`config.mk`:
```
export PLATFORM = sky130hd
export DESIGN_NAME = seq_square_flat
export DESIGN_NICKNAME = d
export VERILOG_FILES = /design/src/rtl/seq_arith_pkg.sv /design/src/rtl/seq_square_if.sv /design/src/rtl/seq_square_step.sv /design/src/rtl/seq_square.sv /design/src/flat_wrapper.sv
export SDC_FILE = /design/constraint.sdc
export NUM_CORES = 1
export LEC_CHECK = 0
export CAP_MARGIN = 20
export CORE_MARGIN = 3
export CORE_UTILIZATION = 35
export CTS_BUF_LIST = sky130_fd_sc_hd__clkbuf_16
export DETAILED_ROUTE_END_ITERATION = 16
export SLEW_MARGIN = 10
export SYNTH_ARGS = -nofsm -noshare
export SYNTH_HDL_FRONTEND = slang
export SYNTH_SLANG_ARGS = --single-unit
```
`constraint.sdc`:
```
create_clock -name clk -period 4.35 [get_ports clk]
set_input_delay 0.87 -clock clk [delete_from_list [all_inputs] [get_ports clk]]
set_output_delay 0.87 -clock clk [all_outputs]
set_load 0.1 [all_outputs]
```
`src/rtl/seq_arith_pkg.sv`:
```
// Shared definitions for the sequential arithmetic blocks.
// seq_square uses the FSM state encoding below; later blocks are expected to reuse it.
package seq_arith_pkg;

  typedef enum logic [1:0] {
    S_IDLE = 2'd0,
    S_CALC = 2'd1,
    S_DONE = 2'd2
  } state_t;

endpackage

```
`src/rtl/seq_square_if.sv`:
```
// Operand/result handshake bundle for seq_square.
// The master side drives operands and consumes results; the slave side is the squarer.
interface seq_square_if #(
  parameter int WIDTH = 8
);
  logic               in_valid;
  logic               in_ready;
  logic [WIDTH-1:0]   din;
  logic               out_valid;
  logic               out_ready;
  logic [2*WIDTH-1:0] dout;
  logic               busy;

  modport master (
    output in_valid, din, out_ready,
    input  in_ready, out_valid, dout, busy
  );

  modport slave (
    input  in_valid, din, out_ready,
    output in_ready, out_valid, dout, busy
  );
endinterface

```
`src/rtl/seq_square_step.sv`:
```
// One shift-add iteration: adds the multiplicand, shifted by the current bit
// position, into the accumulator when the current multiplier bit is set.
module square_step #(
  parameter int WIDTH = 8,
  parameter int CW    = $clog2(WIDTH)
) (
  input  logic [2*WIDTH-1:0] acc,
  input  logic [WIDTH-1:0]   mcand,
  input  logic               mult_lsb,
  input  logic [CW-1:0]      cnt,
  output logic [2*WIDTH-1:0] acc_next
);
  logic [2*WIDTH-1:0] partial;

  // Zero-extend before shifting so no multiplicand bit is lost.
  assign partial  = {{WIDTH{1'b0}}, mcand} << cnt;
  assign acc_next = mult_lsb ? acc + partial : acc;
endmodule

```
`src/rtl/seq_square.sv`:
```
// Multi-cycle unsigned squarer: dout = din*din, one multiplier bit per cycle,
// with valid/ready handshakes on operand and result sides.
module seq_square
  import seq_arith_pkg::*;
#(
  parameter int WIDTH      = 8,
  parameter bit EARLY_EXIT = 1'b0
) (
  input  logic         clk,
  input  logic         rst_n,
  seq_square_if.slave  bus
);
  localparam int            CW       = $clog2(WIDTH);
  localparam logic [CW-1:0] LAST_CNT = CW'(WIDTH - 1);

  state_t             state_reg;
  logic [2*WIDTH-1:0] acc_reg;
  logic [2*WIDTH-1:0] acc_next;
  logic [2*WIDTH-1:0] dout_reg;
  logic [WIDTH-1:0]   mcand_reg;
  logic [WIDTH-1:0]   mult_reg;
  logic [CW-1:0]      cnt_reg;
  logic               in_ready_reg;
  logic               out_valid_reg;
  logic               busy_reg;
  logic               calc_last;

  square_step #(
    .WIDTH (WIDTH),
    .CW    (CW)
  ) u_step (
    .acc      (acc_reg),
    .mcand    (mcand_reg),
    .mult_lsb (mult_reg[0]),
    .cnt      (cnt_reg),
    .acc_next (acc_next)
  );

  // Early exit fires once no set multiplier bits remain above the current one.
  assign calc_last = (cnt_reg == LAST_CNT) ||
                     (EARLY_EXIT && (mult_reg[WIDTH-1:1] == '0));

  always_ff @(posedge clk or negedge rst_n) begin
    if (!rst_n) begin
      state_reg     <= S_IDLE;
      acc_reg       <= '0;
      mcand_reg     <= '0;
      mult_reg      <= '0;
      cnt_reg       <= '0;
      dout_reg      <= '0;
      in_ready_reg  <= 1'b1;
      out_valid_reg <= 1'b0;
      busy_reg      <= 1'b0;
    end else begin
      case (state_reg)
        S_IDLE: begin
          if (bus.in_valid) begin
            mcand_reg    <= bus.din;
            mult_reg     <= bus.din;
            acc_reg      <= '0;
            cnt_reg      <= '0;
            in_ready_reg <= 1'b0;
            busy_reg     <= 1'b1;
            state_reg    <= S_CALC;
          end
        end
        S_CALC: begin
          acc_reg  <= acc_next;
          mult_reg <= mult_reg >> 1;
          cnt_reg  <= cnt_reg + CW'(1);
          if (calc_last) begin
            dout_reg      <= acc_next;
            out_valid_reg <= 1'b1;
            state_reg     <= S_DONE;
          end
        end
        S_DONE: begin
          if (bus.out_ready) begin
            out_valid_reg <= 1'b0;
            in_ready_reg  <= 1'b1;
            busy_reg      <= 1'b0;
            state_reg     <= S_IDLE;
          end
        end
        default: begin
          out_valid_reg <= 1'b0;
          in_ready_reg  <= 1'b1;
          busy_reg      <= 1'b0;
          state_reg     <= S_IDLE;
        end
      endcase
    end
  end

  assign bus.in_ready  = in_ready_reg;
  assign bus.out_valid = out_valid_reg;
  assign bus.busy      = busy_reg;
  assign bus.dout      = dout_reg;
endmodule

```
`src/flat_wrapper.sv`:
```
// flat-port wrapper written by rule: the top's interface ports become plain ports
module seq_square_flat import seq_arith_pkg::*;
#(
  parameter int WIDTH      = 8,
  parameter bit EARLY_EXIT = 1'b0
)
  (clk, rst_n, bus_in_valid, bus_din, bus_out_ready, bus_in_ready, bus_out_valid, bus_dout, bus_busy);
  seq_square_if #(.WIDTH(WIDTH)) bus_i ();
  input  logic clk;
  input  logic rst_n;
  input wire logic [$bits(bus_i.in_valid)-1:0] bus_in_valid;
  input wire logic [$bits(bus_i.din)-1:0] bus_din;
  input wire logic [$bits(bus_i.out_ready)-1:0] bus_out_ready;
  output wire logic [$bits(bus_i.in_ready)-1:0] bus_in_ready;
  output wire logic [$bits(bus_i.out_valid)-1:0] bus_out_valid;
  output wire logic [$bits(bus_i.dout)-1:0] bus_dout;
  output wire logic [$bits(bus_i.busy)-1:0] bus_busy;
  assign bus_i.in_valid = bus_in_valid;
  assign bus_i.din = bus_din;
  assign bus_i.out_ready = bus_out_ready;
  assign bus_in_ready = bus_i.in_ready;
  assign bus_out_valid = bus_i.out_valid;
  assign bus_dout = bus_i.dout;
  assign bus_busy = bus_i.busy;
  seq_square #(.WIDTH(WIDTH), .EARLY_EXIT(EARLY_EXIT)) u_core (.clk(clk), .rst_n(rst_n), .bus(bus_i));
endmodule
```
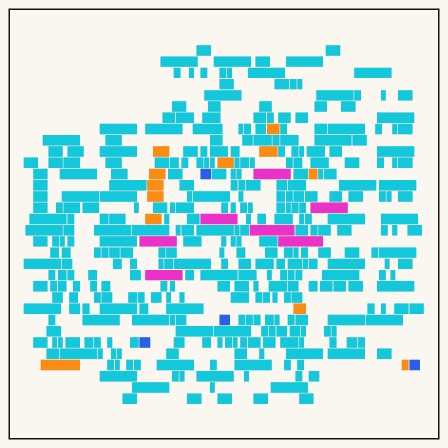
**Above:** run 1 (cell sizes after repair).
legend:
  drive 6 and up:
    color: magenta
    cells: 7
    most_used: clkbuf_16
  drive 2:
    color: orange
    cells: 12
    most_used: mux2_2
  drive 1 or less:
    color: cyan
    cells: 352
    most_used: dfrtp_1
  drive 3 to 4:
    color: blue
    cells: 4
    most_used: buf_4

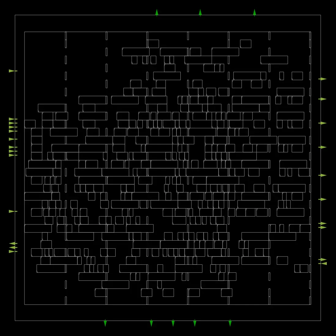
**Above:** run 1 (cell outlines without signal wires).
fillers: 886
Finished Layout Cells: 501
Tapcell Cnt: 126
row count: 34

==> flow_summary.ini, run 1 <==
; yosys + openroad results
[status]
status = finished, final reports clean

[final_timing]
setup_viol = 0
tightest_slew_ps = 974
final.min_clock_period_ps = 3160
whs_ps = 480
max_freq_mhz = 316
tns_ps = 0
report.final.hold_viol_count = 0
finalMaxSlewViolations = 0
finalClockPeriodUsage = 0.727
fin_skew_ps = 8.43

[finish]
mostFrequentLayoutCells = dfrtp_1, nand2_1, clkdlybuf4s50_1
largestClassByArea = combinational gates
design_area_um2 = 3930
num-nonclk-inverters = 7
seq_area_frac = 0.357
clockBufferCount = 5
final_util = 0.438
comb_area_frac = 0.466
drive_above_1_share = 0.0613
n_antenna_cell = 0
seq_area_um2 = 1400
lay_top_count = dfrtp_1
comb_area_um2 = 1830

[logic_synthesis]
syn-instance-count = 353
async_flop_share = 1.00
adder_share = 0.0698
yosys-stat-cells = 353
syn_avg_cell_area_um2 = 9.45
area_leaders = dfrtp_1, ha_1, mux2i_1
synth_nets = 383
synthTopLogicFamily = AND-OR/OR-AND gates
top_area_cell = dfrtp_1
synth_warnings = 0
xor_share = 0.0368
ys_area_um2 = 3340
mux_area_frac = 0.101
compound_area_frac = 0.210
yosys.area_share.simple = 0.131
ys_types = 46

[worst_setup_path]
worstSetupPathDepth = 11
cp.arrival_ps = 3340
worstPathRequired_ps = 4520
cp_cell_sequence = mux2_2, o21ai_1, nor2_1, ha_1, a211oi_2, o21ai_1, a41o_1, a221o_1, a21oi_2, xor2_1, o21ai_1
cp-end-kind = flop
start_kind = flop
cp.buffers_inverters = 0
cpMaxStageDelayCell = dfrtp_1
reg2reg_depth = 11
crit_fanout = 11
rrSetupSlack_ps = 1190
rr_startpoint = u_core.cnt_reg[0]
reg2reg_to = u_core.acc_reg[12]
slowest_delay_ps = 580

[grt]
met1_usage = 0.199
grtUsageMet3 = 0.0261
grt_pass1_wl_mm = 12.9
gr-max-usage-layer = met2

[drt]
top_layer_used = met4
wl_met3_um = 293
antenna_left = 0
dr.pass1.iters = 4
wl_per_cell_um = 14.5
wirelength_mm = 7.28
drt_iter0_drc = 103
drt-met1-wl_mm = 3.54

[place]
hpwlAfterDp_mm = 5.17
placed_cell_area_um2 = 3740
pre_cts_ws_ps = 1060

[clock_tree]
cts_setup_buffers = 0
clk_pin_slew_ps = 70
clock-sinks = 56
root_buffer = clkbuf_16
cts_tree = done

[worst_hold_path]
hp-class = flop to flop
hp-start = u_core.bus.dout[6]
min_to = u_core.bus.dout[6]

[job]
max_cap_viol_count = 0

[floorplan]
die_width_um = 104
initCoreUtil = 0.372
dieArea_um2 = 10700
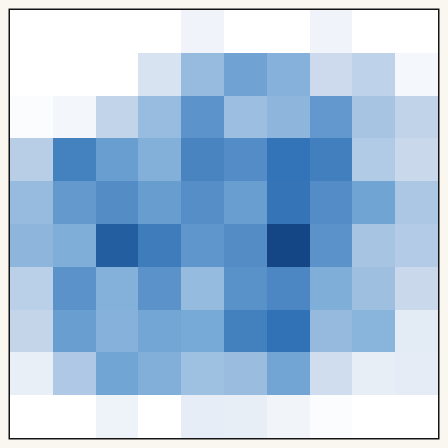
**Above:** run 1 (cell area per tile).
The die is cut into 10 by 10 equal tiles; white is low, dark blue is high, 0 to 100% covered.
fullest tile: 92%
mean over tiles: 35%
tiles over 75% full: 2.0%
emptiest ninth of the die: upper left
densest ninth of the die: center
nearly empty tiles: 16%

**Run 1: layout detail**

Window x 68 to 88, y 68 to 88 µm. Cells in gray, sequential cells in the stronger gray; small squares are vias.
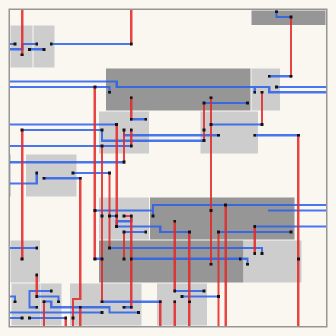

--- run 2 (diff from run 1) ---
==> constraint.sdc (replaced) <==
create_clock -name clk -period 3.1 [get_ports clk]
set_input_delay 0.62 -clock clk [delete_from_list [all_inputs] [get_ports clk]]
set_output_delay 0.62 -clock clk [all_outputs]
set_load 0.1 [all_outputs]
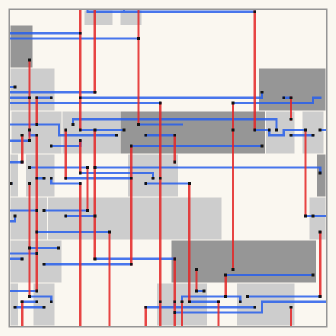
**Above:** run 2 (layout detail).
Window x 68 to 88, y 68 to 88 µm. Cells in gray, sequential cells in the stronger gray; small squares are vias.
legend:
  met1:
    color: blue
  met2:
    color: red
cells with their middle in the window: 16
sequential cells in the window: 2
netlist names of flops here include: `u_core.acc_reg` (2)
most frequent: mux2i_1 (3), a22o_1 (2), dfrtp_1 (2)

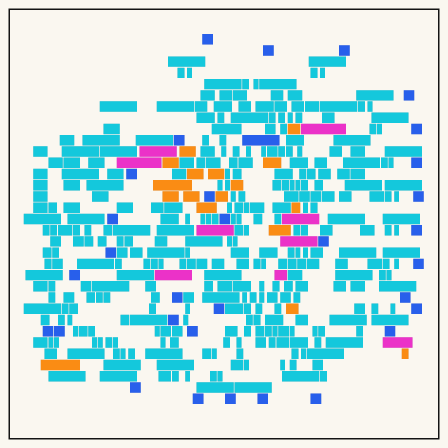
**Above:** run 2 (cell sizes after repair).
legend:
  drive 3 to 4:
    color: blue
    cells: 32
    most_used: buf_4
  drive 2:
    color: orange
    cells: 17
    most_used: mux2_2
  drive 6 and up:
    color: magenta
    cells: 9
    most_used: clkbuf_16
  drive 1 or less:
    color: cyan
    cells: 326
    most_used: dfrtp_1

==> flow_summary.ini, run 2 <==
; yosys + openroad results
[status]
status = finished, final reports clean

[finish]
final_util = 0.445
lay_top_count = dfrtp_1
instances_no_fill = 510
seq_area_um2 = 1400
mostFrequentLayoutCells = dfrtp_1, nand2_1, buf_4
comb_area_um2 = 1860
num-nonclk-inverters = 7
clockBufferCount = 5
n_antenna_cell = 0
comb_area_frac = 0.465
fillers = 882
seq_area_frac = 0.351
drive_above_1_share = 0.151

[floorplan]
initCoreUtil = 0.372
die_width_um = 104
dieArea_um2 = 10700
fp-row-count = 34

[grt]
grt_pass1_wl_mm = 12.6
met1_usage = 0.191
gr-max-usage-layer = met2

[worst_setup_path]
rr_startpoint = u_core.cnt_reg[0]
cpMaxStageDelayCell = fa_1
slowest_delay_ps = 490
reg2reg_to = u_core.bus.dout[12]
start_kind = flop
cp-end-kind = flop
worstPathRequired_ps = 3280
rrSetupSlack_ps = 160
cp.buffers_inverters = 0
reg2reg_depth = 10

[final_timing]
tns_ps = 0
max_freq_mhz = 340
finalMaxSlewViolations = 0
whs_ps = 260
report.final.hold_viol_count = 0
finalClockPeriodUsage = 0.948
tightest_slew_ps = 631
final.min_clock_period_ps = 2940

[logic_synthesis]
syn_avg_cell_area_um2 = 9.45
top_area_cell = dfrtp_1
syn-instance-count = 353
area_leaders = dfrtp_1, ha_1, mux2i_1
yosys.area_share.simple = 0.131
synth_nets = 383
yosys-stat-cells = 353
adder_share = 0.0698
synthTopLogicFamily = AND-OR/OR-AND gates
async_flop_share = 1.00
ys_types = 46
synth_warnings = 0

[drt]
dr.pass1.iters = 4
drt_iter0_drc = 73
wirelength_mm = 7.51
antenna_left = 0
top_layer_used = met4

[place]
hpwlAfterDp_mm = 5.45
pre_cts_ws_ps = 61.3

[clock_tree]
root_buffer = clkbuf_16
cts_tree = done
clk_pin_slew_ps = 80
clock-sinks = 56

[worst_hold_path]
hp-class = input port to asynchronous set/reset pin
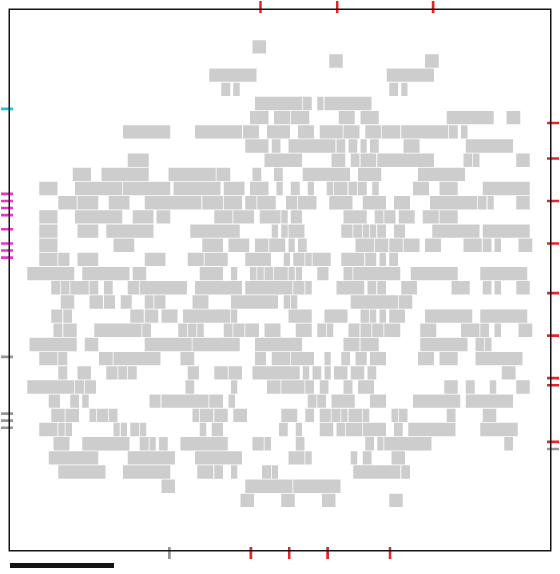
**Above:** run 2 (pin map).
The bar under the picture is 20 µm long. Pins as bars across the die edge, other pins in gray.
legend:
  `bus_din`:
    color: magenta
    pins: 8
    direction: input
    edge: left
  `clk`:
    color: cyan
    pins: 1
    direction: input
    edge: left
  `bus_dout`:
    color: red
    pins: 16
    direction: output
    edge: 9 right, 4 bottom, 3 top

**Run 2: cell outlines without signal wires**

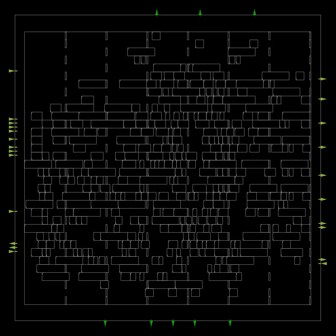

--- run 3 (diff from run 2) ---
--- a/config.mk
+++ b/config.mk
@@ -7,10 +7,11 @@
 export LEC_CHECK = 0
 export CAP_MARGIN = 20
 export CORE_MARGIN = 3
-export CORE_UTILIZATION = 35
+export CORE_UTILIZATION = 45
 export CTS_BUF_LIST = sky130_fd_sc_hd__clkbuf_16
 export DETAILED_ROUTE_END_ITERATION = 16
 export SLEW_MARGIN = 10
 export SYNTH_ARGS = -nofsm -noshare
 export SYNTH_HDL_FRONTEND = slang
+export SYNTH_HIERARCHICAL = 1
 export SYNTH_SLANG_ARGS = --single-unit
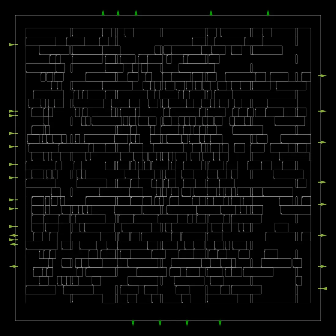
**Above:** run 3 (cell outlines without signal wires).
FFs & Latches: 56
Core Region: 7370 µm²
Final Util: 0.578
flop share of the area: 0.329
row count: 31

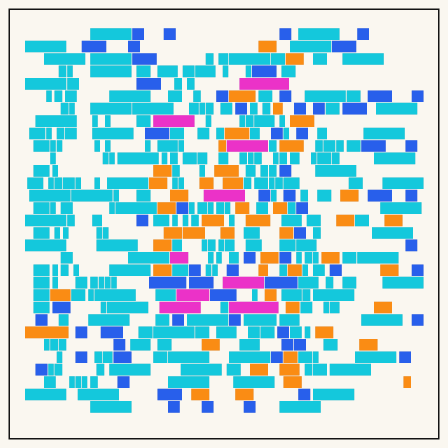
**Above:** run 3 (cell sizes after repair).
legend:
  drive 6 and up:
    color: magenta
    cells: 9
    most_used: clkbuf_16
  drive 1 or less:
    color: cyan
    cells: 273
    most_used: dfrtp_1
  drive 2:
    color: orange
    cells: 48
    most_used: mux2_2
  drive 3 to 4:
    color: blue
    cells: 65
    most_used: buf_4

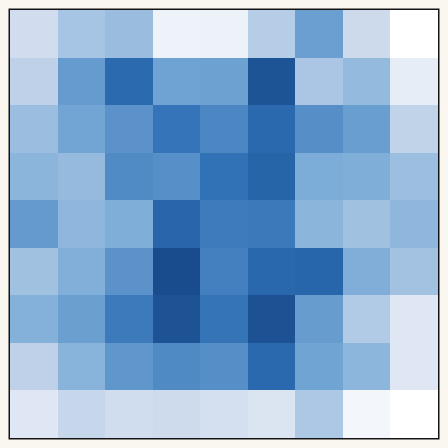
**Above:** run 3 (cell area per tile).
The die is cut into 9 by 9 equal tiles; white is low, dark blue is high, 0 to 100% covered.
fullest tile: 89%
mean over tiles: 47%
densest ninth of the die: center
tiles over 75% full: 14%

==> flow_summary.ini, run 3 <==
; yosys + openroad results
[status]
status = finished, final reports clean

[clock_tree]
root_buffer = clkbuf_16
cts_tree = done
clk_pin_slew_ps = 70
cts_setup_buffers = 0
clock-sinks = 56

[worst_setup_path]
cp.buffers_inverters = 1
worstSetupPathDepth = 12
reg2reg_to = u_core/bus.dout[12]
cp_cell_sequence = buf_4, nand2b_1, nor3_1, ha_1, fa_1, a211oi_2, o21ai_2, a21oi_2, o221ai_2, xor2_1, mux2_2, mux2_4
rrSetupSlack_ps = 70
cp.arrival_ps = 3210
reg2reg_depth = 12
cp-end-kind = flop
start_kind = flop
worstPathRequired_ps = 3280
crit_fanout = 4
cpMaxStageDelayCell = fa_1
slowest_delay_ps = 420
rr_startpoint = u_core/cnt_reg[0]

[drt]
drt-met1-wl_mm = 3.76
dr.pass1.iters = 4
wl_met3_um = 317
antenna_left = 0
drt_iter0_drc = 122
wirelength_mm = 7.99
top_layer_used = met4
wl_per_cell_um = 16.2

[finish]
comb_area_frac = 0.475
n_antenna_cell = 0
fillers = 663
signal_buffers = 61
clockBufferCount = 5
drive_above_1_share = 0.309
num-nonclk-inverters = 7
design_area_um2 = 4260
mostFrequentLayoutCells = dfrtp_1, nand2_1, buf_4
comb_area_um2 = 2020
seq_area_um2 = 1400
lay_top_count = dfrtp_1
largestClassByArea = combinational gates

[logic_synthesis]
async_flop_share = 1.00
synthTopLogicFamily = AND-OR/OR-AND gates
yosys.area_share.simple = 0.135
ys_types = 52
synth_warnings = 6
yosys-stat-cells = 346
synth_nets = 376
compound_area_frac = 0.183
syn-instance-count = 346
ys_area_um2 = 3460
top_area_cell = dfrtp_1
adder_share = 0.0673

[grt]
grtUsageMet3 = 0.0313
met1_usage = 0.260
grt_pass1_wl_mm = 13.2
gr-max-usage-layer = met2

[final_timing]
tightest_slew_ps = 510
report.final.hold_viol_count = 0
finalClockPeriodUsage = 0.977
setup_viol = 0
finalMaxSlewViolations = 0
max_freq_mhz = 330
tns_ps = 0
final.min_clock_period_ps = 3030
fin_skew_ps = 7.67

[floorplan]
nWellTaps = 99
dieArea_um2 = 8780
die_width_um = 93.7

[worst_hold_path]
hp-class = input port to asynchronous set/reset pin

[place]
pre_cts_ws_ps = -66.3
hpwlAfterDp_mm = 5.66
placed_cell_area_um2 = 3910

[job]
max_cap_viol_count = 0
